<file path="config.mk">
export PLATFORM = sky130hd
export DESIGN_NAME = mc_ctrl_fsm_flat
export DESIGN_NICKNAME = d
export VERILOG_FILES = /design/src/rtl/mc_pkg.sv /design/src/rtl/mc_ctrl_fsm_if.sv /design/src/rtl/mc_ctrl_outdec.sv /design/src/rtl/mc_ctrl_fsm.sv /design/src/flat_wrapper.sv
export SDC_FILE = /design/constraint.sdc
export NUM_CORES = 1
export LEC_CHECK = 0
export CAP_MARGIN = 30
export CORE_MARGIN = 1
export CORE_UTILIZATION = 42
export DETAILED_ROUTE_END_ITERATION = 8
export PLACE_DENSITY = 0.91
export RECOVER_POWER = 25
export SYNTH_ARGS = -nofsm -noshare
export SYNTH_HDL_FRONTEND = slang
export SYNTH_SLANG_ARGS = --single-unit
export TNS_END_PERCENT = 5
</file>
<file path="constraint.sdc">
create_clock -name clk -period 2.9 [get_ports clk]
set_clock_uncertainty 0.05 [all_clocks]
set_input_delay 0.87 -clock clk [delete_from_list [all_inputs] [get_ports clk]]
set_output_delay 0.87 -clock clk [all_outputs]
set_load 0.02 [all_outputs]
</file>
<file path="src/rtl/mc_pkg.sv">
// Shared types and encodings for the multi-cycle MIPS main control FSM.
// Build option: define MC_CTRL_ILLEGAL_TRAP_EN to add the illegal-opcode trap state.
package mc_pkg;

  typedef enum logic [3:0] {
    S_FETCH  = 4'd0,
    S_DECODE = 4'd1,
    S_MEMADR = 4'd2,
    S_MEMRD  = 4'd3,
    S_MEMWB  = 4'd4,
    S_MEMWR  = 4'd5,
    S_EXEC   = 4'd6,
    S_ALUWB  = 4'd7,
    S_BEQ    = 4'd8,
    S_ADDIEX = 4'd9,
    S_ADDIWB = 4'd10,
    S_JUMP   = 4'd11,
    S_TRAP   = 4'd12
  } state_t;

  localparam logic [5:0] OP_RTYPE = 6'b000000;
  localparam logic [5:0] OP_LW    = 6'b100011;
  localparam logic [5:0] OP_SW    = 6'b101011;
  localparam logic [5:0] OP_BEQ   = 6'b000100;
  localparam logic [5:0] OP_ADDI  = 6'b001000;
  localparam logic [5:0] OP_J     = 6'b000010;

  localparam logic [1:0] ALUOP_ADD   = 2'b00;
  localparam logic [1:0] ALUOP_SUB   = 2'b01;
  localparam logic [1:0] ALUOP_FUNCT = 2'b10;

  localparam logic [1:0] SRCB_RT      = 2'b00;
  localparam logic [1:0] SRCB_FOUR    = 2'b01;
  localparam logic [1:0] SRCB_IMM     = 2'b10;
  localparam logic [1:0] SRCB_IMM_SH2 = 2'b11;

  localparam logic [1:0] PCSRC_ALU    = 2'b00;
  localparam logic [1:0] PCSRC_ALUOUT = 2'b01;
  localparam logic [1:0] PCSRC_JUMP   = 2'b10;

  typedef struct packed {
    logic       pcwrite;
    logic       branch;
    logic       iord;
    logic       memread;
    logic       memwrite;
    logic       irwrite;
    logic       memtoreg;
    logic       regdst;
    logic       regwrite;
    logic       alusrca;
    logic [1:0] alusrcb;
    logic [1:0] pcsrc;
    logic [1:0] aluop;
`ifdef MC_CTRL_ILLEGAL_TRAP_EN
    logic       illegal;
`endif
  } ctrl_t;

  // Control word shown while reset is held: FETCH selects, every enable low.
  function automatic ctrl_t reset_ctrl();
    ctrl_t c;
    c         = '0;
    c.alusrcb = SRCB_FOUR;
    c.aluop   = ALUOP_ADD;
    c.pcsrc   = PCSRC_ALU;
    return c;
  endfunction

endpackage

</file>
<file path="src/rtl/mc_ctrl_fsm_if.sv">
// Control bundle between the main FSM (master) and the multi-cycle datapath (slave).
// Build option MC_CTRL_ILLEGAL_TRAP_EN does not change this bundle.
interface mc_ctrl_fsm_if;
  logic [5:0] op;
  // Memory handshake: a request (memread/memwrite) is accepted in the cycle
  // mem_ready is high; the FSM holds the request and its state until then.
  logic       mem_ready;
  logic       pcwrite;
  logic       branch;
  logic       iord;
  logic       memread;
  logic       memwrite;
  logic       irwrite;
  logic       memtoreg;
  logic       regdst;
  logic       regwrite;
  logic       alusrca;
  logic [1:0] alusrcb;
  logic [1:0] pcsrc;
  logic [1:0] aluop;

  modport master (
    input  op, mem_ready,
    output pcwrite, branch, iord, memread, memwrite, irwrite,
           memtoreg, regdst, regwrite, alusrca, alusrcb, pcsrc, aluop
  );

  modport slave (
    output op, mem_ready,
    input  pcwrite, branch, iord, memread, memwrite, irwrite,
           memtoreg, regdst, regwrite, alusrca, alusrcb, pcsrc, aluop
  );
endinterface

</file>
<file path="src/rtl/mc_ctrl_outdec.sv">
// Pure state -> control word decoder for the main control FSM.
// Build option MC_CTRL_ILLEGAL_TRAP_EN adds the TRAP decode.
module mc_ctrl_outdec
  import mc_pkg::*;
(
  input  state_t state,
  output ctrl_t  ctrl
);

  always_comb begin
    ctrl = '0;
    case (state)
      S_FETCH: begin
        // irwrite/pcwrite are qualified by mem_ready in the FSM top
        ctrl.memread = 1'b1;
        ctrl.irwrite = 1'b1;
        ctrl.pcwrite = 1'b1;
        ctrl.alusrcb = SRCB_FOUR;
        ctrl.aluop   = ALUOP_ADD;
        ctrl.pcsrc   = PCSRC_ALU;
      end
      S_DECODE: begin
        ctrl.alusrcb = SRCB_IMM_SH2;
        ctrl.aluop   = ALUOP_ADD;
      end
      S_MEMADR: begin
        ctrl.alusrca = 1'b1;
        ctrl.alusrcb = SRCB_IMM;
        ctrl.aluop   = ALUOP_ADD;
      end
      S_MEMRD: begin
        ctrl.memread = 1'b1;
        ctrl.iord    = 1'b1;
      end
      S_MEMWB: begin
        ctrl.regwrite = 1'b1;
        ctrl.memtoreg = 1'b1;
      end
      S_MEMWR: begin
        ctrl.memwrite = 1'b1;
        ctrl.iord     = 1'b1;
      end
      S_EXEC: begin
        ctrl.alusrca = 1'b1;
        ctrl.alusrcb = SRCB_RT;
        ctrl.aluop   = ALUOP_FUNCT;
      end
      S_ALUWB: begin
        ctrl.regwrite = 1'b1;
        ctrl.regdst   = 1'b1;
      end
      S_BEQ: begin
        ctrl.alusrca = 1'b1;
        ctrl.alusrcb = SRCB_RT;
        ctrl.aluop   = ALUOP_SUB;
        ctrl.pcsrc   = PCSRC_ALUOUT;
        ctrl.branch  = 1'b1;
      end
      S_ADDIEX: begin
        ctrl.alusrca = 1'b1;
        ctrl.alusrcb = SRCB_IMM;
        ctrl.aluop   = ALUOP_ADD;
      end
      S_ADDIWB: begin
        ctrl.regwrite = 1'b1;
      end
      S_JUMP: begin
        ctrl.pcwrite = 1'b1;
        ctrl.pcsrc   = PCSRC_JUMP;
      end
`ifdef MC_CTRL_ILLEGAL_TRAP_EN
      S_TRAP: begin
        ctrl.illegal = 1'b1;
      end
`endif
      default: ctrl = '0;
    endcase
  end

endmodule

</file>
<file path="src/rtl/mc_ctrl_fsm.sv">
// Main control FSM of the multi-cycle MIPS datapath: state register, next-state logic.
// Build option MC_CTRL_ILLEGAL_TRAP_EN: unsupported opcodes trap in S_TRAP and raise illegal_op.
module mc_ctrl_fsm
  import mc_pkg::*;
#(
  parameter int STATE_W = 4
) (
  input  logic               clk,
  input  logic               rst,
  mc_ctrl_fsm_if.master      bus,
`ifdef MC_CTRL_ILLEGAL_TRAP_EN
  output logic               illegal_op,
`endif
  output logic [STATE_W-1:0] state_o
);

  state_t state;
  ctrl_t  dec;
  ctrl_t  ctrl;

  always_ff @(posedge clk) begin
    if (rst) begin
      state <= S_FETCH;
    end else begin
      case (state)
        S_FETCH:  if (bus.mem_ready) state <= S_DECODE;
        S_DECODE: begin
          case (bus.op)
            OP_LW, OP_SW: state <= S_MEMADR;
            OP_RTYPE:     state <= S_EXEC;
            OP_BEQ:       state <= S_BEQ;
            OP_ADDI:      state <= S_ADDIEX;
            OP_J:         state <= S_JUMP;
`ifdef MC_CTRL_ILLEGAL_TRAP_EN
            default:      state <= S_TRAP;
`else
            default:      state <= S_FETCH;
`endif
          endcase
        end
        S_MEMADR: state <= (bus.op == OP_LW) ? S_MEMRD : S_MEMWR;
        S_MEMRD:  if (bus.mem_ready) state <= S_MEMWB;
        S_MEMWB:  state <= S_FETCH;
        S_MEMWR:  if (bus.mem_ready) state <= S_FETCH;
        S_EXEC:   state <= S_ALUWB;
        S_ALUWB:  state <= S_FETCH;
        S_BEQ:    state <= S_FETCH;
        S_ADDIEX: state <= S_ADDIWB;
        S_ADDIWB: state <= S_FETCH;
        S_JUMP:   state <= S_FETCH;
`ifdef MC_CTRL_ILLEGAL_TRAP_EN
        S_TRAP:   state <= S_TRAP;
`endif
        default:  state <= S_FETCH;
      endcase
    end
  end

  mc_ctrl_outdec u_outdec (
    .state (state),
    .ctrl  (dec)
  );

  // The instruction load and PC increment happen only when the fetch completes.
  always_comb begin
    ctrl = dec;
    if (state == S_FETCH) begin
      ctrl.irwrite = dec.irwrite & bus.mem_ready;
      ctrl.pcwrite = dec.pcwrite & bus.mem_ready;
    end
    if (rst) ctrl = reset_ctrl();
  end

  assign bus.pcwrite  = ctrl.pcwrite;
  assign bus.branch   = ctrl.branch;
  assign bus.iord     = ctrl.iord;
  assign bus.memread  = ctrl.memread;
  assign bus.memwrite = ctrl.memwrite;
  assign bus.irwrite  = ctrl.irwrite;
  assign bus.memtoreg = ctrl.memtoreg;
  assign bus.regdst   = ctrl.regdst;
  assign bus.regwrite = ctrl.regwrite;
  assign bus.alusrca  = ctrl.alusrca;
  assign bus.alusrcb  = ctrl.alusrcb;
  assign bus.pcsrc    = ctrl.pcsrc;
  assign bus.aluop    = ctrl.aluop;

`ifdef MC_CTRL_ILLEGAL_TRAP_EN
  assign illegal_op = ctrl.illegal;
`endif

  assign state_o = rst ? '0 : STATE_W'(state);

endmodule

</file>
<file path="src/flat_wrapper.sv">
// flat-port wrapper written by rule: the top's interface ports become plain ports
module mc_ctrl_fsm_flat import mc_pkg::*;
#(
  parameter int STATE_W = 4
)
  (clk, rst, state_o, bus_op, bus_mem_ready, bus_pcwrite, bus_branch, bus_iord, bus_memread, bus_memwrite, bus_irwrite, bus_memtoreg, bus_regdst, bus_regwrite, bus_alusrca, bus_alusrcb, bus_pcsrc, bus_aluop);
  mc_ctrl_fsm_if bus_i ();
  input  logic clk;
  input  logic rst;
  output logic [STATE_W-1:0] state_o;
  input wire logic [$bits(bus_i.op)-1:0] bus_op;
  input wire logic [$bits(bus_i.mem_ready)-1:0] bus_mem_ready;
  output wire logic [$bits(bus_i.pcwrite)-1:0] bus_pcwrite;
  output wire logic [$bits(bus_i.branch)-1:0] bus_branch;
  output wire logic [$bits(bus_i.iord)-1:0] bus_iord;
  output wire logic [$bits(bus_i.memread)-1:0] bus_memread;
  output wire logic [$bits(bus_i.memwrite)-1:0] bus_memwrite;
  output wire logic [$bits(bus_i.irwrite)-1:0] bus_irwrite;
  output wire logic [$bits(bus_i.memtoreg)-1:0] bus_memtoreg;
  output wire logic [$bits(bus_i.regdst)-1:0] bus_regdst;
  output wire logic [$bits(bus_i.regwrite)-1:0] bus_regwrite;
  output wire logic [$bits(bus_i.alusrca)-1:0] bus_alusrca;
  output wire logic [$bits(bus_i.alusrcb)-1:0] bus_alusrcb;
  output wire logic [$bits(bus_i.pcsrc)-1:0] bus_pcsrc;
  output wire logic [$bits(bus_i.aluop)-1:0] bus_aluop;
  assign bus_i.op = bus_op;
  assign bus_i.mem_ready = bus_mem_ready;
  assign bus_pcwrite = bus_i.pcwrite;
  assign bus_branch = bus_i.branch;
  assign bus_iord = bus_i.iord;
  assign bus_memread = bus_i.memread;
  assign bus_memwrite = bus_i.memwrite;
  assign bus_irwrite = bus_i.irwrite;
  assign bus_memtoreg = bus_i.memtoreg;
  assign bus_regdst = bus_i.regdst;
  assign bus_regwrite = bus_i.regwrite;
  assign bus_alusrca = bus_i.alusrca;
  assign bus_alusrcb = bus_i.alusrcb;
  assign bus_pcsrc = bus_i.pcsrc;
  assign bus_aluop = bus_i.aluop;
  mc_ctrl_fsm #(.STATE_W(STATE_W)) u_core (.clk(clk), .rst(rst), .bus(bus_i), .state_o(state_o));
endmodule
</file>
==> impl_metrics.csv, run 1 <==
group,metric,value,unit
global_route,grt_pass1_vias,665,
synthesis,top_area_cell,"dfxtp_1",
worst_setup_path,worst_path_largest_cell_delay,480,ps
clocking,htreeDepth,1,
route,wirelength_met1,610,um
final_timing,final_hold_viol_count,0,
synthesis,ys_types,41,
worst_setup_path,path_cells,"clkdlybuf4s50_1 > and4bb_1 > dlygate4sd2_1",
hold_path,hold_path_class,"flop to flop",
route,met2_length,939,um
layout,fin_nets,127,
final_timing,setup_viol,0,
global_route,antenna_found_initial,0,
synthesis,ys_sh_aoi,19.40,%
route,highest_layer,"met4",
clocking,clock_sinks,4,
power_and_ir_drop,comb_power_share,39.2,%
run_status,status,"complete, no violations",
synthesis,yosysWarnings,0,
route,route.met3.wl,128,um
floorplan,fp.dieW,39.18,um
layout,largestClassByArea,"logic gates",
final_timing,setup_slack,75.55,ps
final_timing,fin_hold_ws,703.6,ps
worst_setup_path,r2r-end,"u_core.state[1]$_SDFFE_PP0P_",
layout,mostFrequentLayoutCell,"dlygate4sd2_1",
final_timing,slew_violations,0,
power_and_ir_drop,seq_power_share,29.4,%
synthesis,topCellsByArea,"dfxtp_1, nand2b_1, a21oi_1, nor2_1, nor3_1",
worst_setup_path,cp.depth,3,
layout,layout_top_cells,"dlygate4sd2_1, buf_4, nor2_1",
synthesis,syn_inst,83,
synthesis,ys_seq_share,13.79,%
hold_path,worstHoldStart,"u_core.state[1]$_SDFFE_PP0P_",
layout,area_growth,52.16,%
power_and_ir_drop,pwr-share-clk,31.5,%
worst_setup_path,path_delay_family,"buffers and inverters",
flow_run,warnings,26,
layout,stdcell_count,131,
synthesis,synth_xor_xnor_area_share,3.017,%
layout,seq_share,9.065,%
layout,clkCellAreaFrac,2.550,%
worst_setup_path,r2r_setup_slack,1390,ps
placed_design,dpl_worst_slack,-540.3,ps
layout,drive_gt1_share,20.69,%
layout,comb_area_share,49.86,%
worst_setup_path,worstSetupStartpointType,"input pin",
global_route,track_usage,25.06,%
placed_design,dp_hpwl,1358,um
clocking,clockBufferDepth,2,
layout,flops,4,
synthesis,simple_gate_area_share,51.08,%
route,wl_per_cell,13.08,um
synthesis,netlist_area,580.6,sq um
route,drcViolationCount,0,
layout,top_register,"u_core.state",
global_route,grt_pass1_wl,2704,um
power_and_ir_drop,p_total,0.2188,mW
worst_setup_path,worstSetupPathType,"input pin to primary output",
floorplan,rows,13,
clocking,path_clk_slew,40,ps
global_route,met3_usage,0,%
placed_design,dpl.cell_count,128,
global_route,grt_start_max_net_pins,15,
global_route,grt_overflow_total,0,
clocking,cts_resized,25,
layout,comb_cells,68,
layout,comb_area,440.4,sq um
layout,reg.largest.list,"u_core.state (4)",
synthesis,syn-num-nets,92,
synthesis,ys_sh_mux,1.724,%
synthesis,synth_top_area_share,13.79,%
layout,antennaDiodeCount,0,
power_and_ir_drop,p_clk,0.0689,mW
power_and_ir_drop,power_leader,"combinational cells",
hold_path,hold_depth,3,
synthesis,syn_area_per_cell,6.995,sq um
layout,num-fill-cells,111,
layout,nonClockBufferCount,37,
power_and_ir_drop,power.density,247.7,mW/mm^2
global_route,grtUsageMet2,50.83,%
worst_setup_path,crit_end,"bus_irwrite",
synthesis,synthFlopType,"dfxtp_1",
final_timing,final.setup.tns,0,ps
hold_path,hold_end,"u_core.state[1]$_SDFFE_PP0P_",
clocking,cts_tree,"built",
final_timing,tightest_slew,386.2,ps
placed_design,io_buffers,28,
power_and_ir_drop,seq-power,0.0642,mW
run_1/layer_met1.png
Supply wires on this layer in gray.
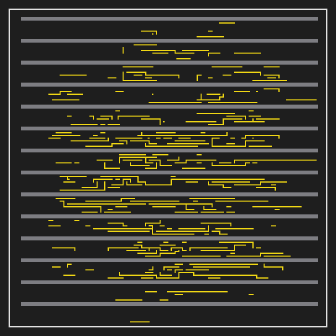
main direction = horizontal
share of all routed wire = 36%
wire length on this layer = 611 um
GRT met1 Usage: 27.30%
Total Wirelength: 1713 um
DR vias: 742

run_1/clocks.png
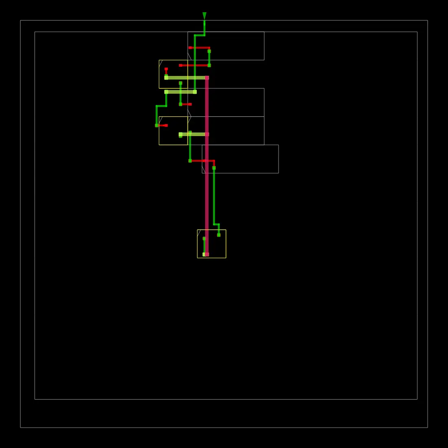
CTS Buf Count: 3
Clock Buffer Count: 3
clk_lat worst skew: 240 ps

run_1/cell_density.png
Scale bar: 10 um. The die is cut into 8 by 8 equal tiles; white is low, dark blue is high, 0 to 100% covered.
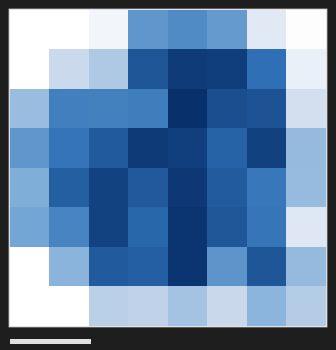
emptiest ninth of the die = upper left
mean over tiles = 56%
fullest tile = 100%
densest ninth of the die = center
fin util: 67.88%
core area: 0.001301 sq mm
Core Util at FP: 44.62%

## Run 2: what changed since run 1
ABC_AREA = 1   (was default)
CORE_UTILIZATION = 41   (was 42)
run_2/layer_met1.png
Supply wires on this layer in gray.
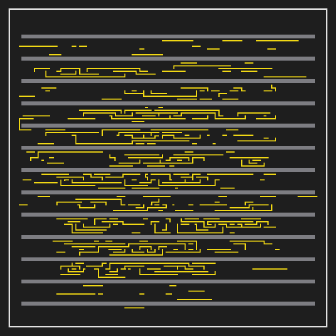
main direction = horizontal
longest straight run = 9.70 um
DR vias: 807
Total Wirelength: 1632 um

==> run 2 against run 1 <==
Largest power group unchanged. Via count is 8.8% higher. Register-to-register slack better by 160 ps. Global-route usage is 0.75 points higher. Critical path type unchanged.
==> impl_metrics.csv, run 2 <==
group,metric,value,unit
power_and_ir_drop,comb_power_share,41.8,%
global_route,use_met1,33.10,%
layout,area_growth,61.96,%
placed_design,dpl_worst_slack,-557.3,ps
synthesis,synthFlopType,"dfxtp_1",
global_route,grt_start_max_net_pins,9,
placed_design,io_buffers,28,
synthesis,ys_seq_share,14.58,%
layout,comb_area,386.6,sq um
final_timing,setup_viol,0,
layout,seq_share,9.001,%
worst_setup_path,worstSetupStartpointType,"input pin",
layout,comb_cells,88,
hold_path,worstHoldStart,"u_core.state[1]$_SDFFE_PP0P_",
worst_setup_path,cp.depth,4,
route,met2_length,801,um
layout,stdcell_count,165,
final_timing,fin_hold_ws,620.1,ps
hold_path,hold_path_class,"flop to flop",
worst_setup_path,r2r_setup_slack,1550,ps
clocking,clk_latency,230,ps
layout,clkCellAreaFrac,2.532,%
global_route,grt_pass1_wl,2739,um
clocking,htreeDepth,1,
floorplan,core,0.001171,sq mm
synthesis,simple_gate_area_share,60.82,%
floorplan,rows,12,
final_timing,final_hold_viol_count,0,
global_route,met3_usage,3.468,%
synthesis,synth_xor_xnor_area_share,0,%
power_and_ir_drop,seq-power,0.0627,mW
placed_design,dp_hpwl,1386,um
synthesis,syn-num-nets,125,
synthesis,yosysWarnings,0,
clocking,clockBufferDepth,2,
hold_path,hold_depth,4,
hold_path,hold_end,"u_core.state[1]$_SDFFE_PP0P_",
synthesis,ys_sh_mux,0,%
synthesis,top_area_cell,"nand2_1",
floorplan,fp.dieW,38.60,um
layout,top_register,"u_core.state",
synthesis,ys_types,16,
worst_setup_path,crit_end,"bus_irwrite",
layout,drive_gt1_share,13.25,%
layout,mostFrequentLayoutCell,"nand2_1",
layout,nonClockBufferCount,36,
worst_setup_path,path_delay_family,"buffers and inverters",
layout,n_clock_buffer,3,
power_and_ir_drop,power_leader,"combinational cells",
synthesis,syn_area_per_cell,4.735,sq um
global_route,grt_pass1_vias,713,
worst_setup_path,r2r-end,"u_core.state[0]$_SDFFE_PP0P_",
run_status,status,"complete, no violations",
layout,largestClassByArea,"logic gates",
layout,final_util,75.96,%
synthesis,ys_sh_aoi,5.695,%
layout,fin_nets,162,
clocking,clock_sinks,4,
final_timing,tightest_slew,274.0,ps
route,route.met3.wl,137,um
power_and_ir_drop,power.density,249.7,mW/mm^2
run_2/wires.png
Only two layers are drawn.
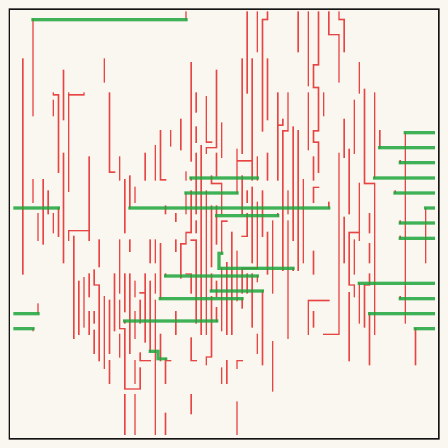
red -> metal 2  # wire length 802 um
green -> metal 3  # wire length 137 um
WL/cell: 9.891 um
gr usage total: 25.81%

Power is estimated from default activity; no workload was simulated.
